### src/rtl/data_pack_pkg.sv
// Shared definitions for the softmax-path pack/unpack blocks.
// Holds width defaults, beat counts and the unpacker state type.
package data_pack_pkg;

    localparam int DEF_IN_W   = 128;
    localparam int DEF_OUT_W  = 16;
    localparam int WORD_BEATS = 8;
    localparam int BYTE_BEATS = 16;
    localparam int CNT_W      = 4;

    typedef enum logic {
        UP_IDLE,
        UP_SEND
    } unpack_state_t;

    // Index of the final beat for a word of the given unpack mode.
    function automatic logic [CNT_W-1:0] last_beat_idx(input logic mode);
        return mode ? CNT_W'(BYTE_BEATS - 1) : CNT_W'(WORD_BEATS - 1);
    endfunction

endpackage

### src/rtl/unpack_beat_sel.sv
// Combinational beat selector: picks a 16-bit slice or a zero-extended
// byte out of a wide word, LSB first.
module unpack_beat_sel
    import data_pack_pkg::*;
#(
    parameter int IN_W  = DEF_IN_W,
    parameter int OUT_W = DEF_OUT_W
) (
    input  logic [IN_W-1:0]  data,
    input  logic             mode,
    input  logic [CNT_W-1:0] idx,
    output logic [OUT_W-1:0] beat
);

    localparam int BYTE_W = OUT_W / 2;

    logic [OUT_W-1:0] word_slices [WORD_BEATS];
    logic [OUT_W-1:0] byte_slices [BYTE_BEATS];

    genvar gi;
    generate
        for (gi = 0; gi < WORD_BEATS; gi++) begin : g_word
            assign word_slices[gi] = data[gi*OUT_W +: OUT_W];
        end
        for (gi = 0; gi < BYTE_BEATS; gi++) begin : g_byte
            assign byte_slices[gi] = {{(OUT_W-BYTE_W){1'b0}}, data[gi*BYTE_W +: BYTE_W]};
        end
    endgenerate

    assign beat = mode ? byte_slices[idx] : word_slices[idx[2:0]];

endmodule

### src/rtl/data_unpacker.sv
// Serialises 128-bit words into 16-bit FIFO writes (8 slices or 16
// zero-extended bytes), with a one-word skid buffer on the input side.
module data_unpacker
    import data_pack_pkg::*;
#(
    parameter int IN_W  = DEF_IN_W,
    parameter int OUT_W = DEF_OUT_W
) (
    input  logic             clk,
    input  logic             rst,
    input  logic             byte_mode,
    input  logic             in_valid,
    input  logic [IN_W-1:0]  in_data,
    output logic             in_ready,
    input  logic             full,
    output logic             wr_en,
    output logic [OUT_W-1:0] data_out,
    output logic             pkt_done,
    output logic             busy
);

    unpack_state_t    state_reg;
    logic [IN_W-1:0]  cur_data_reg;
    logic             cur_mode_reg;
    logic [CNT_W-1:0] cnt_reg;
    logic [IN_W-1:0]  nxt_data_reg;
    logic             nxt_mode_reg;
    logic             nxt_valid_reg;

    logic             wr_en_reg;
    logic             pkt_done_reg;
    logic [OUT_W-1:0] data_out_reg;

    logic [OUT_W-1:0] beat;
    logic             accept;
    logic             issue;
    logic             last_issue;

    unpack_beat_sel #(
        .IN_W  (IN_W),
        .OUT_W (OUT_W)
    ) u_beat_sel (
        .data (cur_data_reg),
        .mode (cur_mode_reg),
        .idx  (cnt_reg),
        .beat (beat)
    );

    assign in_ready   = !nxt_valid_reg;
    assign accept     = in_valid && in_ready;
    // Issuing only when the previous edge did not write leaves a cycle for
    // the FIFO's full flag to catch up, so a late full never overflows it.
    assign issue      = (state_reg == UP_SEND) && !full && !wr_en_reg;
    assign last_issue = issue && (cnt_reg == last_beat_idx(cur_mode_reg));
    assign busy       = (state_reg == UP_SEND) || nxt_valid_reg;

    assign wr_en    = wr_en_reg;
    assign data_out = data_out_reg;
    assign pkt_done = pkt_done_reg;

    always_ff @(posedge clk) begin
        if (rst) begin
            state_reg     <= UP_IDLE;
            cur_data_reg  <= '0;
            cur_mode_reg  <= 1'b0;
            cnt_reg       <= '0;
            nxt_data_reg  <= '0;
            nxt_mode_reg  <= 1'b0;
            nxt_valid_reg <= 1'b0;
            wr_en_reg     <= 1'b0;
            pkt_done_reg  <= 1'b0;
            data_out_reg  <= '0;
        end else begin
            wr_en_reg    <= issue;
            pkt_done_reg <= last_issue;
            if (issue) begin
                data_out_reg <= beat;
                cnt_reg      <= cnt_reg + 1'b1;
            end

            case (state_reg)
                UP_IDLE: begin
                    if (accept) begin
                        cur_data_reg <= in_data;
                        cur_mode_reg <= byte_mode;
                        cnt_reg      <= '0;
                        state_reg    <= UP_SEND;
                    end
                end
                UP_SEND: begin
                    if (last_issue) begin
                        cnt_reg <= '0;
                        // A buffered word always wins; in_ready is low then,
                        // so no new word can be accepted on this edge.
                        if (nxt_valid_reg) begin
                            cur_data_reg  <= nxt_data_reg;
                            cur_mode_reg  <= nxt_mode_reg;
                            nxt_valid_reg <= 1'b0;
                        end else if (accept) begin
                            cur_data_reg <= in_data;
                            cur_mode_reg <= byte_mode;
                        end else begin
                            state_reg <= UP_IDLE;
                        end
                    end else if (accept) begin
                        nxt_data_reg  <= in_data;
                        nxt_mode_reg  <= byte_mode;
                        nxt_valid_reg <= 1'b1;
                    end
                end
                default: state_reg <= UP_IDLE;
            endcase
        end
    end

endmodule
### config.mk
export PLATFORM = sky130hd
export DESIGN_NAME = data_unpacker
export DESIGN_NICKNAME = d
export VERILOG_FILES = /design/src/rtl/data_pack_pkg.sv /design/src/rtl/unpack_beat_sel.sv /design/src/rtl/data_unpacker.sv
export SDC_FILE = /design/constraint.sdc
export NUM_CORES = 1
export LEC_CHECK = 0
export ABC_AREA = 1
export CAP_MARGIN = 25
export CORE_ASPECT_RATIO = 2
export CORE_MARGIN = 4
export CORE_UTILIZATION = 57
export DETAILED_ROUTE_END_ITERATION = 8
export MAX_ROUTING_LAYER = met4
export PLACE_DENSITY = 0.84
export SETUP_SLACK_MARGIN = 0.3
export SKIP_CTS_REPAIR_TIMING = 1
export SYNTH_ARGS = -nofsm -noshare
export SYNTH_HDL_FRONTEND = slang
export SYNTH_SLANG_ARGS = --single-unit
export TNS_END_PERCENT = 10
### constraint.sdc
create_clock -name clk -period 1.97 [get_ports clk]
set_clock_uncertainty 0.15 [all_clocks]
set_input_delay 0.591 -clock clk [delete_from_list [all_inputs] [get_ports clk]]
set_output_delay 0.591 -clock clk [all_outputs]
set_load 0.03 [all_outputs]
run_1/detail.png
Region (44, 99) to (74, 129) um. Cells in grey, sequential cells in the stronger grey; small squares are vias.
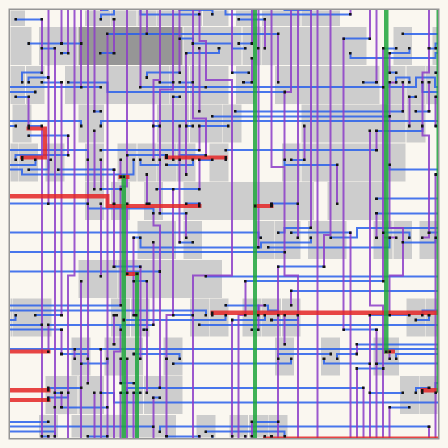
[metal 3] red
[metal 2] purple
[metal 1] blue
[metal 4] green
sequential cells in the window: 1
most frequent: nand2_1 (39)
netlist names of flops here include: cnt_reg (1)
cells with their middle in the window: 77

run_1/placement.png
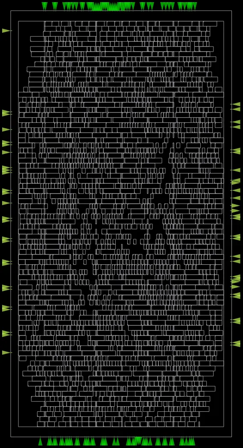
flop share of the area: 0.330
tap cells: 287
fill count: 1,979
placement row count: 80
core area: 23,900 um^2

==> out/qor.yml, run 1 <==
finish:
  n_all_buffers: 247
  mostFrequentLayoutCells: "nand2_1, a21oi_1, dfxtp_1"
  ff_count: 282
  inverters: 54
  area_delta_synth_final_pct: 24.5
  layout.nets: 2339
  final_common_cell: "nand2_1"
  layout.area.comb_um2: 7280
  final-clk-cell-share: 0.0488
  fin_area_um2: 17300
  utilization: 0.722
  regArea_um2: 5700
  sh_comb_area: 0.421
  fin_cells: 2510
  nonClkBufAreaFrac: 0.167
  nClkBuffers: 34
  largestClassByArea: "multi-input combinational cells"
  diodes: 0
synth:
  yosys_cells: 2125
  yosysWarnings: 0
  logic_family: "simple AND/OR/NAND/NOR gates"
  largest_area_cell: "dfxtp_1"
  syn_inst: 2125
  most_common_cell: "nand2_1"
  synthesis.area_um2: 13900
  top_cell_area_share: 0.407
  yosys_area_um2: 13900
  xor_share: 0.00126
  ys_seq_frac: 0.407
  mux_area_frac: 0
  syn_area_per_cell_um2: 6.53
  yosys-top-cells-count: "nand2_1, dfxtp_1, a21oi_1"
  synth-edff-count: 0
  fp_nets: 2259
  flop_cell: "dfxtp_1"
  ys_types: 22
  async_reset_ff_frac: 0
  synth_adder_area_share: 0.000901
  area_leaders: "dfxtp_1, nand2_1, a21oi_1, nand4_1, o22ai_1"
global_route:
  antenna_found_initial: 0
  grtUsageMet1: 0.350
  gr-usage-met3: 0.0300
  overflow: 0
  use_met2: 0.580
  grt_pass1_vias: 14346
  grt_max_degree: 142
  grt_pass1_wl_um: 71200
  top_usage_layer: "met2"
sta:
  worst_pin_slew_ns: 0.669
  final-setup-viol-count: 0
  setup_tns_ns: 0
  fin_ws_ns: 0.0859
  finalCritPeriodShare: 0.956
  layout_min_cycle_time_ns: 1.88
  slew_viol_final: 0
  hold_ws_ns: 0.313
  relSlewSlack: 0.554
  hold_viol: 0
  max_freq_mhz: 531
  rsz0062_at_grt: "yes"
run_status:
  status: "completed"
power_and_ir_drop:
  p_sw_frac: 0.294
  finalPower_mw: 14.5
  top_power_group: "registers"
  comb_cell_power_mw: 3.00
  power_density_nw_per_um2: 839
  seq_power_share: 0.444
  clock_power_mw: 5.06
  ir_drop_mv: 0.887
  pwr-share-clk: 0.349
  p_int_mw: 10.2
  switching_power_mw: 4.26
  powerSeq_mw: 6.44
  combPwrFrac: 0.207
  power.leakage_nw: 7.16
floorplanning:
  die_w_um: 118
  ios: 153
  die_y_um: 229
  die_area_um2: 27100
  fp-utilization: 0.580
worst_setup_path:
  crit_type: "reg -> out"
  max_stage_delay_ns: 0.36
  crit_family: "flip-flops"
  r2r_slack_ns: 0.11
  path_cells: "inv_4 -> nand2_2 -> buf_6"
  end_kind: "output port"
  cp_slowest_cell: "dfxtp_4"
  required_ns: 1.23
  worst-path-buf-inv: 2
  worstPathMaxFanout: 3
  crit_arrival_ns: 1.14
cts:
  clock_latency_ns: 0.54
  numCtsBuffers: 25
  cts.clk_slew.worst_paths_ns: 0.07
  cts_buffer_depth: 3
  h-tree-depth: 1
  root_buffer: "clkbuf_16"
  cts.sinks: 282
placement:
  dp_hpwl_um: 30800
  dp.cells: 2442
  io_buffers: 152
  dp_slack_ns: -0.438
  routabilityCongestion: 0.977
  placed_area_um2: 15900
routing:
  top_layer: "met4"
  avgViaCountPerCell: 6.09
  wl_met2_um: 25000
  wl_met3_um: 2290
  drc: 0
  first_pass_iters: 6
  drtIter0Drc: 1454
  m1WireLength_um: 16800
worst_hold_path:
  hp-class: "reg -> reg"
flow_run:
  maxCapViolations: 0
  tool_warnings: 30
run_1/wires.png
Scale: 2 px per um. Only two layers are drawn.
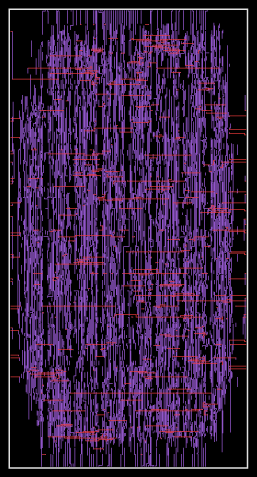
[metal 2] purple | wire length: 25.0 mm
[metal 3] red | wire length: 2,290 um
DR WL/cell: 18.8 um
Total GRT Usage: 0.327
Via Count: 15,276

## run 1: path summary, 6_finish.rpt
| path | start | end | depth (start not counted) |
|---|---|---|---|
| hold reg to reg | cur_data_reg[108]$_SDFFE_PP0P_ | cur_data_reg[108]$_SDFFE_PP0P_ | 2 |
| setup / recovery | nxt_valid_reg$_SDFFE_PP0P_ | busy | 3 |
| hold / removal | cur_data_reg[108]$_SDFFE_PP0P_ | cur_data_reg[108]$_SDFFE_PP0P_ | 2 |
| setup reg to reg | state_reg$_SDFF_PP0_ | nxt_data_reg[71]$_SDFFE_PP0P_ | 8 |
## run 1: worst reg2reg max path, stage by stage, from the launching register on
cell,delay [ns]
dfxtp_4,0.37
inv_4,0.04
nor3_4,0.25
nand3_4,0.20
buf_4,0.19
buf_4,0.15
buf_12,0.16
nand4_1,0.13
a21oi_1,0.08
==> inputs of run 2 (changes only) <==
--- a/config.mk
+++ b/config.mk
@@ -7,7 +7,6 @@
 export LEC_CHECK = 0
 export ABC_AREA = 1
 export CAP_MARGIN = 25
-export CORE_ASPECT_RATIO = 2
 export CORE_MARGIN = 4
 export CORE_UTILIZATION = 57
 export DETAILED_ROUTE_END_ITERATION = 8
run_2/placement.png
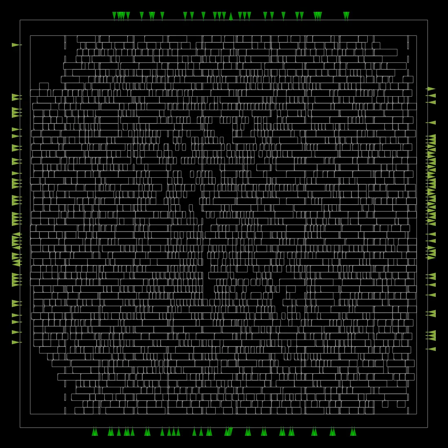
Core Util, Final: 0.791
flop share of the area: 0.304
fill count: 1,604

==> run 2 against run 1 <==
Effect of this change:
- the run now ends with negative setup slack left
- final cell count increased by 1.6%
- critical path type unchanged
- worst setup slack worse by 0.090 ns
- combinational power up 12%
- non-clock buffer count fell by 3
- critical endpoint unchanged
- largest cell class unchanged
- first-iteration DRC count grew 61%
- synthesized cell count stayed put
- sequential power rose by 0.9%
- flip-flop count is the same
==> out/qor.yml, run 2 <==
placement:
  dp_slack_ns: -0.454  # -0.0153 ns
  dp.cells: 2478  # +1.5%
  dp_hpwl_um: 29500  # -4.3%
  placed_area_um2: 15900  # +0.30%
  io_buffers: 152  # unchanged
cts:
  clock_latency_ns: 0.57  # +0.03 ns
  root_buffer: "clkbuf_16"
  cts_buffer_depth: 3  # unchanged
  cts.sinks: 282  # unchanged
  h-tree-depth: 1  # unchanged
  numCtsBuffers: 30  # +20%
  cts.clk_slew.worst_paths_ns: 0.06  # about the same
synth:
  ys_types: 22  # unchanged
  top_cell_area_share: 0.407  # unchanged
  yosys_cells: 2125  # unchanged
  async_reset_ff_frac: 0  # unchanged
  syn_inst: 2125  # unchanged
  logic_family: "simple AND/OR/NAND/NOR gates"
  xor_share: 0.00126  # unchanged
  synth_adder_area_share: 0.000901  # unchanged
  yosys-top-cells-count: "nand2_1, dfxtp_1, a21oi_1"
  most_common_cell: "nand2_1"
  ys_seq_frac: 0.407  # unchanged
  synthesis.area_um2: 13900  # unchanged
  synth-edff-count: 0  # unchanged
  syn_area_per_cell_um2: 6.53  # unchanged
  yosys_area_um2: 13900  # unchanged
  yosysWarnings: 0  # unchanged
  fp_nets: 2259  # unchanged
sta:
  hold_viol: 0  # unchanged
  final-setup-viol-count: 1  # +1
  setup_tns_ns: -0.00393  # -0.00393 ns
  relSlewSlack: 0.661  # +0.107
  slew_viol_final: 0  # unchanged
  layout_min_cycle_time_ns: 1.97  # +0.0899 ns
  rsz0062_at_grt: "yes"
  finalCritPeriodShare: 1.00  # +0.0456
  hold_ws_ns: 0.313  # -0.000248 ns
  fin_ws_ns: -0.00393  # -0.0899 ns
  max_freq_mhz: 507  # -4.6%
worst_setup_path:
  worst-path-buf-inv: 3  # +1
  max_stage_delay_ns: 0.35  # about the same
  required_ns: 1.23  # about the same
  crit_family: "flip-flops"
  cp_num_cells: 4  # +1
  r2r_slack_ns: 0.03  # -0.08 ns
  worstPathMaxFanout: 2  # -1
  crit_type: "reg -> out"
  cp_slowest_cell: "dfxtp_2"
  critical_path.endpoint: "busy"
  timing.rr.start: "cnt_reg[0]$_SDFF_PP0_"
  crit_arrival_ns: 1.23  # +0.09 ns
  end_kind: "output port"
  timing.rr.end: "nxt_data_reg[10]$_SDFFE_PP0P_"
  path_cells: "inv_2 -> buf_6 -> nand2_4 -> buf_6"
  worstSetupStartpoint: "nxt_valid_reg$_SDFFE_PP0P_"
  reg2reg_depth: 8  # unchanged
power_and_ir_drop:
  switching_power_mw: 4.79  # +12%
  power.leakage_nw: 7.47  # +4.3%
  seq_power_share: 0.408  # -0.036
  p_int_mw: 11.2  # +9.0%
  power_density_nw_per_um2: 852  # +1.5%
  top_power_group: "registers"
  comb_cell_power_mw: 3.36  # +12%
  clock_power_mw: 6.08  # +20%
  pwr-share-clk: 0.381  # +0.032
  combPwrFrac: 0.211  # +0.004
flow_run:
  tool_warnings: 28  # -6.7%
  maxCapViolations: 0  # unchanged
global_route:
  overflow: 0  # unchanged
  grt_pass1_wl_um: 70500  # -1.0%
  antenna_found_initial: 0  # unchanged
  grt_max_degree: 79  # -44%
  grt_usage: 0.323  # -0.00430
floorplanning:
  die_y_um: 164  # -28%
  die_w_um: 164  # +39%
  ios: 153  # unchanged
  die_area_um2: 26900  # -0.56%
  fp-utilization: 0.586  # +0.00589
  coreArea_um2: 23700  # -1.0%
worst_hold_path:
  hp-start: "nxt_data_reg[55]$_SDFFE_PP0P_"
  hold_depth: 2  # unchanged
  hp-class: "reg -> reg"
routing:
  drc: 0  # unchanged
  vias: 16024  # +4.9%
  avgViaCountPerCell: 6.29  # +3.3%
  drt-wirelength-per-cell_um: 19.7  # +4.9%
  first_pass_iters: 8  # +2
run_status:
  failed_checks: "negative setup slack"
  status: "finished with violations"
finish:
  final_common_cell: "nand2_1"
  fin_cells: 2549  # +1.6%
  fin_area_um2: 18700  # +8.4%
  area_delta_synth_final_pct: 34.9
  mostFrequentLayoutCells: "nand2_1, dfxtp_1, nand2_2"
run 2: cell counts after synthesis:
No cell type changed its count.
run 2: layer usage:
metal / vias to the layer above / part of all wire / GRT usage
met5: - / 0 / -
li1: 7318 / - / -
met3: 190 / 0.10 / 0.0437
met1: 7485 / 0.39 / 0.454
met4: 0 / 0.041 / 0.0701
met2: 1031 / 0.46 / 0.499
run 2: cell families after synthesis:
family,after synthesis
buffers and inverters,249
adder cells (fa/ha/maj),1
XOR/XNOR,2
flip-flops,282
AND/OR/NAND/NOR,1166
AND-OR/OR-AND,425
run 2: area by class of cell:
type	count	area [um^2]
Multi-Input combinational cell	1594	8420
Sequential cell	282	5700
Fill cell	1604	4960
Timing Repair Buffer	244	2930
Clock buffer	38	832
Tap cell	319	399
Clock inverter	18	233
Inverter	54	208
==> inputs of run 3 (changes only) <==
--- a/config.mk
+++ b/config.mk
@@ -7,8 +7,9 @@
 export LEC_CHECK = 0
 export ABC_AREA = 1
 export CAP_MARGIN = 25
+export CORE_ASPECT_RATIO = 0.8
 export CORE_MARGIN = 4
-export CORE_UTILIZATION = 57
+export CORE_UTILIZATION = 58
 export DETAILED_ROUTE_END_ITERATION = 8
 export MAX_ROUTING_LAYER = met4
 export PLACE_DENSITY = 0.84
@@ -16,5 +17,6 @@
 export SKIP_CTS_REPAIR_TIMING = 1
 export SYNTH_ARGS = -nofsm -noshare
 export SYNTH_HDL_FRONTEND = slang
+export SYNTH_HIERARCHICAL = 1
 export SYNTH_SLANG_ARGS = --single-unit
 export TNS_END_PERCENT = 10
run_3/placement.png
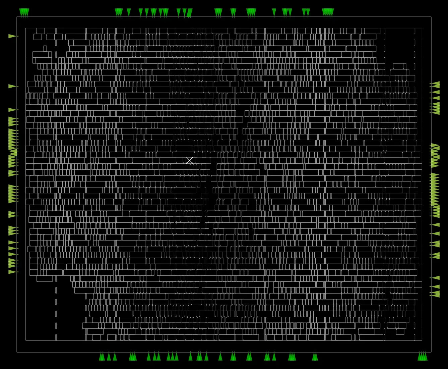
flop share of the area: 0.267
Core Util, Final: 0.807

==> run 3 against run 2 <==
Effect of this change:
- the flow finishes with violations (design-rule violations, negative setup slack)
- combinational power up 31%
- clock power down 1%
- worst hold slack better by 0.014 ns
- critical endpoint unchanged
- critical path type unchanged
==> out/qor.yml, run 3 <==
global_route:
  use_met2: 0.481  # -0.0184
  grt_pass1_wl_um: 77300  # +9.7%
  grt_usage: 0.320  # -0.00221
  overflow: 0  # unchanged
  grt_max_degree: 87  # +10%
  grtUsageMet1: 0.466  # +0.0113
  gr-usage-met3: 0.0413  # -0.00237
worst_setup_path:
  worstSetupStartpoint: "state_reg$_SDFF_PP0_"
  max_stage_delay_ns: 0.39  # +0.04 ns
  critical_path.endpoint: "busy"
  crit_type: "reg -> out"
  crit_arrival_ns: 1.38  # +0.15 ns
  cp_slowest_cell: "dfxtp_4"
  worst-path-buf-inv: 1  # -2
  reg2reg_depth: 10  # +2
  r2r_slack_ns: -0.08  # -0.11 ns
  required_ns: 1.23  # about the same
  worstPathMaxFanout: 6  # +4
  crit_family: "flip-flops"
  timing.rr.end: "cur_data_reg[71]$_SDFFE_PP0P_"
  path_cells: "or2_4 -> buf_6"
  cp_num_cells: 2  # -2
  timing.rr.start: "cnt_reg[0]$_SDFF_PP0_"
sta:
  finalCritPeriodShare: 1.08  # +0.0753
  layout_min_cycle_time_ns: 2.12  # +0.148 ns
  max_freq_mhz: 471  # -7.0%
  hold_viol: 0  # unchanged
  relSlewSlack: 0.671  # +0.0102
  final-setup-viol-count: 21  # +20
  setup_tns_ns: -0.666  # -0.663 ns
  fin_ws_ns: -0.152  # -0.148 ns
  rsz0062_at_grt: "yes"
floorplanning:
  die_area_um2: 29600  # +10%
  coreArea_um2: 26400  # +11%
  die_w_um: 192  # +17%
  ios: 153  # unchanged
  die_y_um: 155  # -5.6%
  fp-utilization: 0.592  # +0.00591
cts:
  cts_tree: "built"
  clock_latency_ns: 0.57  # about the same
  cts.sinks: 282  # unchanged
  h-tree-depth: 1  # unchanged
  root_buffer: "clkbuf_16"
  cts.clk_slew.worst_paths_ns: 0.07  # about the same
  cts_buffer_depth: 3  # unchanged
power_and_ir_drop:
  power_density_nw_per_um2: 803  # -5.7%
  power.leakage_nw: 9.79  # +31%
synth:
  top_cell_area_share: 0.361  # -0.0454
  ys_seq_frac: 0.361  # -0.0454
  most_common_cell: "nand2_1"
  logic_family: "simple AND/OR/NAND/NOR gates"
  syn_area_per_cell_um2: 6.08  # -6.9%
  ys_types: 27  # +23%
  async_reset_ff_frac: 0  # unchanged
  synthesis.area_um2: 15600  # +13%
  yosys-top-cells-count: "nand2_1, nor2_1, nand3_1"
  synth-edff-count: 0  # unchanged
  xor_share: 0.00168  # +0.000420
  yosys_cells: 2568  # +21%
  synth_adder_area_share: 0.000801  # -0.000101
  syn_inst: 2568  # +21%
placement:
  dp.cells: 2989  # +21%
  placed_area_um2: 17900  # +12%
  dp_slack_ns: -0.437  # +0.0161 ns
  io_buffers: 152  # unchanged
routing:
  first_pass_iters: 9  # +1
  drc: 2  # +2
  avgViaCountPerCell: 5.98  # -4.8%
  m1WireLength_um: 22300  # +13%
  vias: 18460  # +15%
  drt-wirelength-per-cell_um: 18.9  # -4.2%
finish:
  fin_area_um2: 21300  # +14%
  final_common_cell: "nand2_1"
  area_delta_synth_final_pct: 36.3
  n_fill_cell: 1623  # +1.2%
  mostFrequentLayoutCells: "nand2_1, nor2_1, nand3_1"
flow_run:
  maxCapViolations: 0  # unchanged
  tool_warnings: 28  # unchanged
worst_hold_path:
  hold_depth: 2  # unchanged
  hp-class: "reg -> reg"
  hp-start: "data_out[13]$_SDFFE_PP0N_"
run_status:
  status: "finished with violations"
  failed_checks: "design-rule violations, negative setup slack"
## run 3: cell count changes after synthesis, moves of 37 or more
| cell | change |
|---|---|
| clkbuf_1 | -37 |
| a21oi_1 | -138 |
| nor2_1 | +293 |
| nand3_1 | +242 |
| inv_1 | +218 |
| nand2_1 | -52 |
| nand4_1 | -129 |
## run 3: final cells by class
class                           instances  area [um^2]  share of cell area
Clock buffer                           38          852              0.0400
Clock inverter                         18          190             0.00893
Inverter                              270         1030              0.0486
Multi-Input combinational cell       1812         9260               0.435
Sequential cell                       282         5680               0.267
Tap cell                              357          447              0.0210
Timing Repair Buffer                  308         3820               0.179
## run 3: power breakdown
part / switching [mW] / internal [mW]
clock network: 2.52 / 3.47
registers: 0.488 / 6.21
logic: 2.56 / 1.85
total: 5.57 / 11.5

==> notes/layouts.md <==
Pictures saved along the way, in no particular order.

Gate families picked out.
Scale: 2 px per um.
image #1
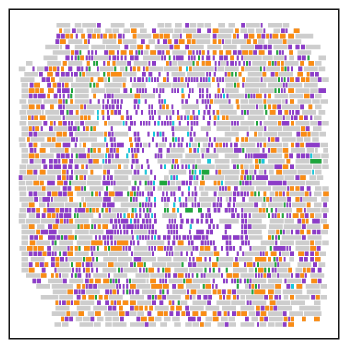
image #2
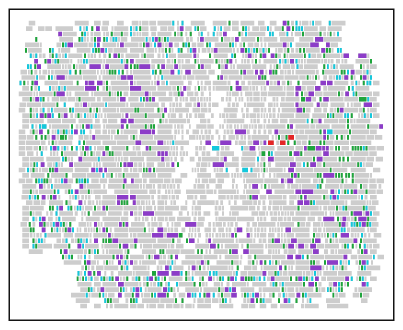
image #3
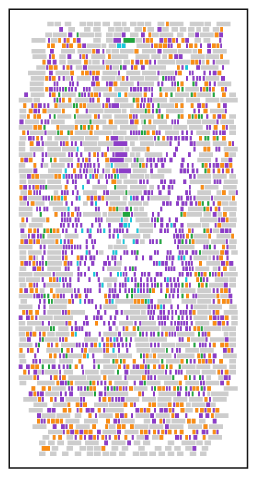
image #2 -> run 3
image #3 -> run 1
image #1 -> run 2
The one with the most cells is image #2.

Power and IR drop assume default switching activity.
